===== src/rtl/alu_add_scheduler_if.sv =====
// Request/response bundle for the two-requester add/sub scheduler.
// Signal names match the flat port list of the original block.
interface alu_add_scheduler_if;
  logic        req0_valid;
  logic        req0_ready;
  logic        req0_op;
  logic [63:0] req0_a;
  logic [63:0] req0_b;

  logic        req1_valid;
  logic        req1_ready;
  logic        req1_op;
  logic [63:0] req1_a;
  logic [63:0] req1_b;

  logic        rsp_valid;
  logic        rsp_ready;
  logic        rsp_id;
  logic [63:0] rsp_result;
  logic        rsp_zf;
  logic        rsp_sf;
  logic        rsp_of;

  // Scheduler side
  modport slave (
    input  req0_valid, req0_op, req0_a, req0_b,
    output req0_ready,
    input  req1_valid, req1_op, req1_a, req1_b,
    output req1_ready,
    output rsp_valid, rsp_id, rsp_result, rsp_zf, rsp_sf, rsp_of,
    input  rsp_ready
  );

  // Requester/consumer side
  modport master (
    output req0_valid, req0_op, req0_a, req0_b,
    input  req0_ready,
    output req1_valid, req1_op, req1_a, req1_b,
    input  req1_ready,
    input  rsp_valid, rsp_id, rsp_result, rsp_zf, rsp_sf, rsp_of,
    output rsp_ready
  );
endinterface


===== src/rtl/alu_add_scheduler.sv =====
// Two-requester 64-bit ADD/SUB unit built around a single shared adder.
// SUB is executed as two adder passes: negate b (~b + 1), then a + (-b).
// One operation is in flight at a time; the result is held until consumed.
module alu_add_scheduler #(
  parameter bit FIXED_PRIO = 1'b0
) (
  input  logic              clk,
  input  logic              rst_n,
  alu_add_scheduler_if.slave bus_if
);

  typedef enum logic [1:0] {
    IDLE = 2'd0,
    NEG  = 2'd1,
    ADD  = 2'd2,
    RESP = 2'd3
  } state_e;

  state_e      state_q, state_d;

  // Captured operation
  logic        op_q;
  logic [63:0] a_q;
  logic [63:0] b_q;
  logic        b_sign_q;
  logic        id_q;
  logic        last_q;

  // Registered response
  logic [63:0] res_q;
  logic        zf_q, sf_q, of_q;
  logic        rid_q;

  // Arbitration
  logic        grant_vld;
  logic        grant_id;
  logic        accept;
  logic        sel_op;
  logic [63:0] sel_a;
  logic [63:0] sel_b;

  // Shared adder
  logic [63:0] add_x;
  logic [63:0] add_y;
  logic [63:0] add_sum;
  logic        add_of;
  logic        sub_of;

  // Arbiter: lone requester always wins; on contention either fixed or alternating
  always_comb begin
    grant_vld = 1'b0;
    grant_id  = 1'b0;
    if (bus_if.req0_valid && bus_if.req1_valid) begin
      grant_vld = 1'b1;
      grant_id  = FIXED_PRIO ? 1'b0 : ~last_q;
    end else if (bus_if.req0_valid) begin
      grant_vld = 1'b1;
      grant_id  = 1'b0;
    end else if (bus_if.req1_valid) begin
      grant_vld = 1'b1;
      grant_id  = 1'b1;
    end
  end

  // Operand mux for the granted requester
  always_comb begin
    sel_op = bus_if.req0_op;
    sel_a  = bus_if.req0_a;
    sel_b  = bus_if.req0_b;
    if (grant_id) begin
      sel_op = bus_if.req1_op;
      sel_a  = bus_if.req1_a;
      sel_b  = bus_if.req1_b;
    end
  end

  // State register
  always_ff @(posedge clk or negedge rst_n) begin
    if (!rst_n) begin
      state_q <= IDLE;
    end else begin
      state_q <= state_d;
    end
  end

  // Next-state and handshake outputs; rst_n gates readys while reset is held
  always_comb begin
    state_d           = state_q;
    accept            = 1'b0;
    bus_if.req0_ready = 1'b0;
    bus_if.req1_ready = 1'b0;
    unique case (state_q)
      IDLE: begin
        if (grant_vld && rst_n) begin
          accept            = 1'b1;
          bus_if.req0_ready = ~grant_id;
          bus_if.req1_ready = grant_id;
          state_d           = sel_op ? NEG : ADD;
        end
      end
      NEG:  state_d = ADD;
      ADD:  state_d = RESP;
      RESP: begin
        if (bus_if.rsp_ready) begin
          state_d = IDLE;
        end
      end
      default: state_d = IDLE;
    endcase
  end

  // Shared adder: NEG pass feeds ~b and 1, otherwise a and captured b
  always_comb begin
    add_x = a_q;
    add_y = b_q;
    if (state_q == NEG) begin
      add_x = ~b_q;
      add_y = 64'd1;
    end
    add_sum = add_x + add_y;
    add_of  = (add_x[63] == add_y[63]) && (add_sum[63] != add_x[63]);
  end

  // SUB overflow uses the original b sign, so negating the most negative value
  // in the NEG pass does not by itself flag overflow.
  always_comb begin
    sub_of = (a_q[63] != b_sign_q) && (add_sum[63] != a_q[63]);
  end

  // Operand capture, negation write-back and result/flag registers
  always_ff @(posedge clk or negedge rst_n) begin
    if (!rst_n) begin
      op_q     <= 1'b0;
      a_q      <= '0;
      b_q      <= '0;
      b_sign_q <= 1'b0;
      id_q     <= 1'b0;
      last_q   <= 1'b1;
      res_q    <= '0;
      zf_q     <= 1'b0;
      sf_q     <= 1'b0;
      of_q     <= 1'b0;
      rid_q    <= 1'b0;
    end else begin
      if (accept) begin
        op_q     <= sel_op;
        a_q      <= sel_a;
        b_q      <= sel_b;
        b_sign_q <= sel_b[63];
        id_q     <= grant_id;
        last_q   <= grant_id;
      end
      if (state_q == NEG) begin
        b_q <= add_sum;
      end
      if (state_q == ADD) begin
        res_q <= add_sum;
        zf_q  <= (add_sum == '0);
        sf_q  <= add_sum[63];
        of_q  <= op_q ? sub_of : add_of;
        rid_q <= id_q;
      end
    end
  end

  // Response outputs
  always_comb begin
    bus_if.rsp_valid  = (state_q == RESP);
    bus_if.rsp_id     = rid_q;
    bus_if.rsp_result = res_q;
    bus_if.rsp_zf     = zf_q;
    bus_if.rsp_sf     = sf_q;
    bus_if.rsp_of     = of_q;
  end

endmodule


===== src/flat_wrapper.sv =====
// flat-port wrapper written by rule: the top's interface ports become plain ports
module alu_add_scheduler_flat 
#(
  parameter bit FIXED_PRIO = 1'b0
)
  (clk, rst_n, bus_if_req0_valid, bus_if_req0_op, bus_if_req0_a, bus_if_req0_b, bus_if_req0_ready, bus_if_req1_valid, bus_if_req1_op, bus_if_req1_a, bus_if_req1_b, bus_if_req1_ready, bus_if_rsp_valid, bus_if_rsp_id, bus_if_rsp_result, bus_if_rsp_zf, bus_if_rsp_sf, bus_if_rsp_of, bus_if_rsp_ready);
  alu_add_scheduler_if bus_if_i ();
  input  logic clk;
  input  logic rst_n;
  input wire logic [$bits(bus_if_i.req0_valid)-1:0] bus_if_req0_valid;
  input wire logic [$bits(bus_if_i.req0_op)-1:0] bus_if_req0_op;
  input wire logic [$bits(bus_if_i.req0_a)-1:0] bus_if_req0_a;
  input wire logic [$bits(bus_if_i.req0_b)-1:0] bus_if_req0_b;
  output wire logic [$bits(bus_if_i.req0_ready)-1:0] bus_if_req0_ready;
  input wire logic [$bits(bus_if_i.req1_valid)-1:0] bus_if_req1_valid;
  input wire logic [$bits(bus_if_i.req1_op)-1:0] bus_if_req1_op;
  input wire logic [$bits(bus_if_i.req1_a)-1:0] bus_if_req1_a;
  input wire logic [$bits(bus_if_i.req1_b)-1:0] bus_if_req1_b;
  output wire logic [$bits(bus_if_i.req1_ready)-1:0] bus_if_req1_ready;
  output wire logic [$bits(bus_if_i.rsp_valid)-1:0] bus_if_rsp_valid;
  output wire logic [$bits(bus_if_i.rsp_id)-1:0] bus_if_rsp_id;
  output wire logic [$bits(bus_if_i.rsp_result)-1:0] bus_if_rsp_result;
  output wire logic [$bits(bus_if_i.rsp_zf)-1:0] bus_if_rsp_zf;
  output wire logic [$bits(bus_if_i.rsp_sf)-1:0] bus_if_rsp_sf;
  output wire logic [$bits(bus_if_i.rsp_of)-1:0] bus_if_rsp_of;
  input wire logic [$bits(bus_if_i.rsp_ready)-1:0] bus_if_rsp_ready;
  assign bus_if_i.req0_valid = bus_if_req0_valid;
  assign bus_if_i.req0_op = bus_if_req0_op;
  assign bus_if_i.req0_a = bus_if_req0_a;
  assign bus_if_i.req0_b = bus_if_req0_b;
  assign bus_if_req0_ready = bus_if_i.req0_ready;
  assign bus_if_i.req1_valid = bus_if_req1_valid;
  assign bus_if_i.req1_op = bus_if_req1_op;
  assign bus_if_i.req1_a = bus_if_req1_a;
  assign bus_if_i.req1_b = bus_if_req1_b;
  assign bus_if_req1_ready = bus_if_i.req1_ready;
  assign bus_if_rsp_valid = bus_if_i.rsp_valid;
  assign bus_if_rsp_id = bus_if_i.rsp_id;
  assign bus_if_rsp_result = bus_if_i.rsp_result;
  assign bus_if_rsp_zf = bus_if_i.rsp_zf;
  assign bus_if_rsp_sf = bus_if_i.rsp_sf;
  assign bus_if_rsp_of = bus_if_i.rsp_of;
  assign bus_if_i.rsp_ready = bus_if_rsp_ready;
  alu_add_scheduler #(.FIXED_PRIO(FIXED_PRIO)) u_core (.clk(clk), .rst_n(rst_n), .bus_if(bus_if_i));
endmodule

===== config.mk =====
export PLATFORM = sky130hd
export DESIGN_NAME = alu_add_scheduler_flat
export DESIGN_NICKNAME = d
export VERILOG_FILES = /design/src/rtl/alu_add_scheduler_if.sv /design/src/rtl/alu_add_scheduler.sv /design/src/flat_wrapper.sv
export SDC_FILE = /design/constraint.sdc
export NUM_CORES = 1
export LEC_CHECK = 0
export ABC_AREA = 1
export CORE_UTILIZATION = 35
export DETAILED_ROUTE_END_ITERATION = 16
export GPL_TIMING_DRIVEN = 0
export PLACE_DENSITY_LB_ADDON = 0.1
export SLEW_MARGIN = 20
export SYNTH_ARGS = -nofsm -noshare
export SYNTH_HDL_FRONTEND = slang
export SYNTH_SLANG_ARGS = --single-unit

===== constraint.sdc =====
create_clock -name clk -period 3.3 [get_ports clk]
set_clock_uncertainty 0.1 [all_clocks]
set_input_delay 0.495 -clock clk [delete_from_list [all_inputs] [get_ports clk]]
set_output_delay 0.495 -clock clk [all_outputs]
set_load 0.005 [all_outputs]

==> Changelog: implementation <==
### Changed

* Antenna violations before repair at 1
* Fraction of registers with async set or reset after synthesis at 100.0%
* Crit path capture type: flip-flop
* Comb area at 10810 um^2
* Result of the run: finished, violations left
* Wire length of the first global-routing pass at 108.4 mm
* Setup-violating endpoint count in the final report at 47
* Count of state elements after synthesis at 201
* CTS resizes at 390
* Violated checks: setup timing
* Final critical delay including setup and external delays at 3.788 ns
* Crit path buf inv count at 6
* Largest net degree at the start of global routing at 92
* Remaining DRCs at 0
* Fraction of the mapped netlist area in compound gates at 9.759%
* Hold crit path type: reg2reg
* Setup WS post-layout at -0.4881 ns
* Number of routed nets with antenna violations at 0
* Warning total across the stage logs at 31
* Top cells by area, synth: sky130_fd_sc_hd__dfrtp_1, sky130_fd_sc_hd__nand2_1, sky130_fd_sc_hd__inv_1
worst paths after layout:
kind / slack (ns) / depth (start not counted) / startpoint / end
max: -0.49 / 26 / u_core.state_q[1]$_DFFE_PN0P_ / u_core.bus_if.rsp_zf$_DFFE_PN0P_
max reg2reg: -0.49 / 26 / u_core.state_q[1]$_DFFE_PN0P_ / u_core.bus_if.rsp_zf$_DFFE_PN0P_
min: 0.37 / 2 / u_core.last_q$_DFFE_PN1P_ / u_core.last_q$_DFFE_PN1P_
max in group asynchronous: 1.91 / 3 / rst_n / u_core.a_q[40]$_DFFE_PN0P_
min in group asynchronous: 0.53 / 2 / rst_n / u_core.a_q[5]$_DFFE_PN0P_
min reg2reg: 0.37 / 2 / u_core.last_q$_DFFE_PN1P_ / u_core.last_q$_DFFE_PN1P_
power groups by stage:
| stage | sequential [mW] | combinational (mW) | clock, mW |
|---|---|---|---|
| 5_1_grt | 4.56 | 26.1 | 3.13 |
| 3_5_place_dp | 4.41 | 18.7 | 0 |
| 3_3_place_gp | 4.40 | 18.6 | 0 |
| 6_report | 4.43 | 24.0 | 2.99 |
| 4_1_cts | 4.41 | 22.4 | 3.05 |
| 2_1_floorplan | 4.25 | 11.7 | 0 |
final cells by class:
cell class | count | area share (%)
plain buffers | 84 | 2.343
flip-flops and latches | 201 | 21.32
multi-input cells | 1875 | 45.80
repair buffers | 402 | 16.80
well taps | 600 | 3.181
clock buffers | 40 | 3.403
clock inverters | 7 | 0.4453
inverters | 421 | 6.711
per-layer routing:
metal  track usage, %  up-vias
met3            3.032       72
met4            7.958        0
met2            52.38      486
li1                 -     8917
met1            41.17     8504
met5                0        -
met3.png
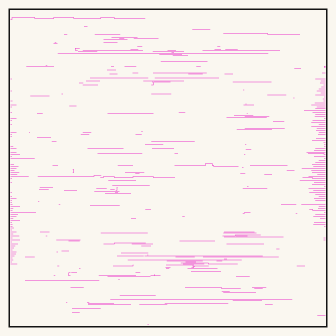
longest straight run: 144 um
main direction: horizontal
wire length on this layer: 3590 um
share of all routed wire: 5.0%

clock_map.png
Bar = 50 um.
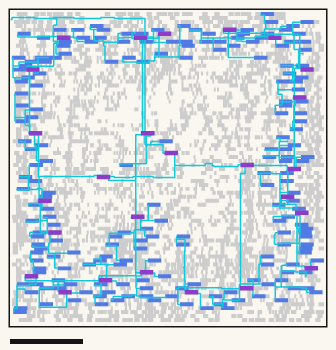
[purple] cells driving clock nets | count: 26
[blue] flip-flops | count: 201
[cyan] clock wires | length: 3280 um
routed clock nets: 27
clock-net power: 2.99 mW
clock latency on the worst-skew pair: 0.58 ns
clock group share of total power: 9.5%

pins.png
Pins as bars across the die edge, other pins in gray.
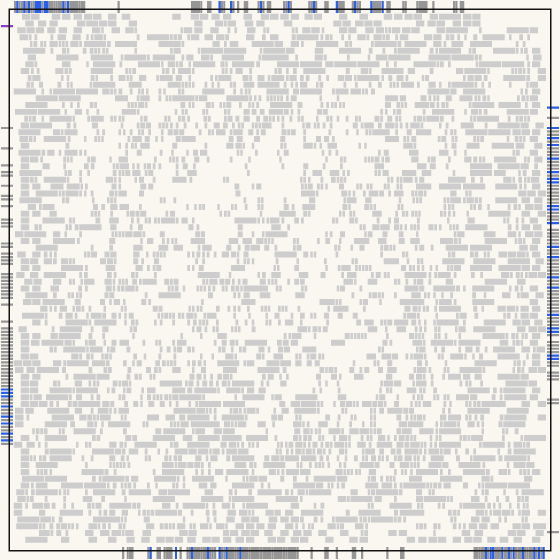
[blue] `bus_if_req0_a` | pins: 64 | direction: input | edge: 20 right, 19 top, 17 bottom, 8 left
[purple] `clk` | pins: 1 | direction: input | edge: left
all pins by edge: 103 bottom, 90 top, 77 right, 64 left
IO buf count: 333
die span in x: 216.2 um
Vert. Die Dim: 216.2 um

density.png
The die is cut into 22 by 22 equal tiles; white is low, dark blue is high, 0 to 100% covered.
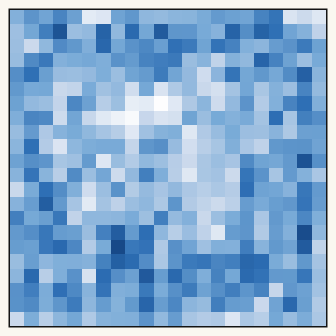
emptiest ninth of the die: middle
fullest tile: 90%
tiles over 75% full: 5.8%
mean over tiles: 49%
nearly empty tiles: 0.20%
core outline area: 45280 um^2
initial cell density of the core: 35.47%
final core utilization: 52.12%

final_placement.png
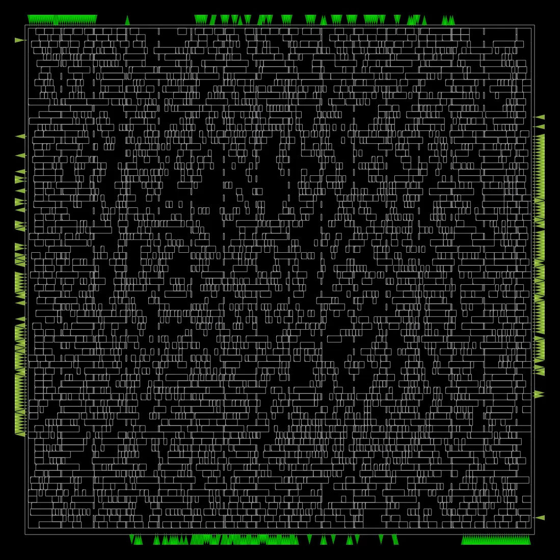
sequential cells: 201
number of tap cells inserted: 600
flop share of the area: 21.32%
Placement Rows: 78
final std cells w/o fill: 3630

Power is estimated from default activity; no workload was simulated.
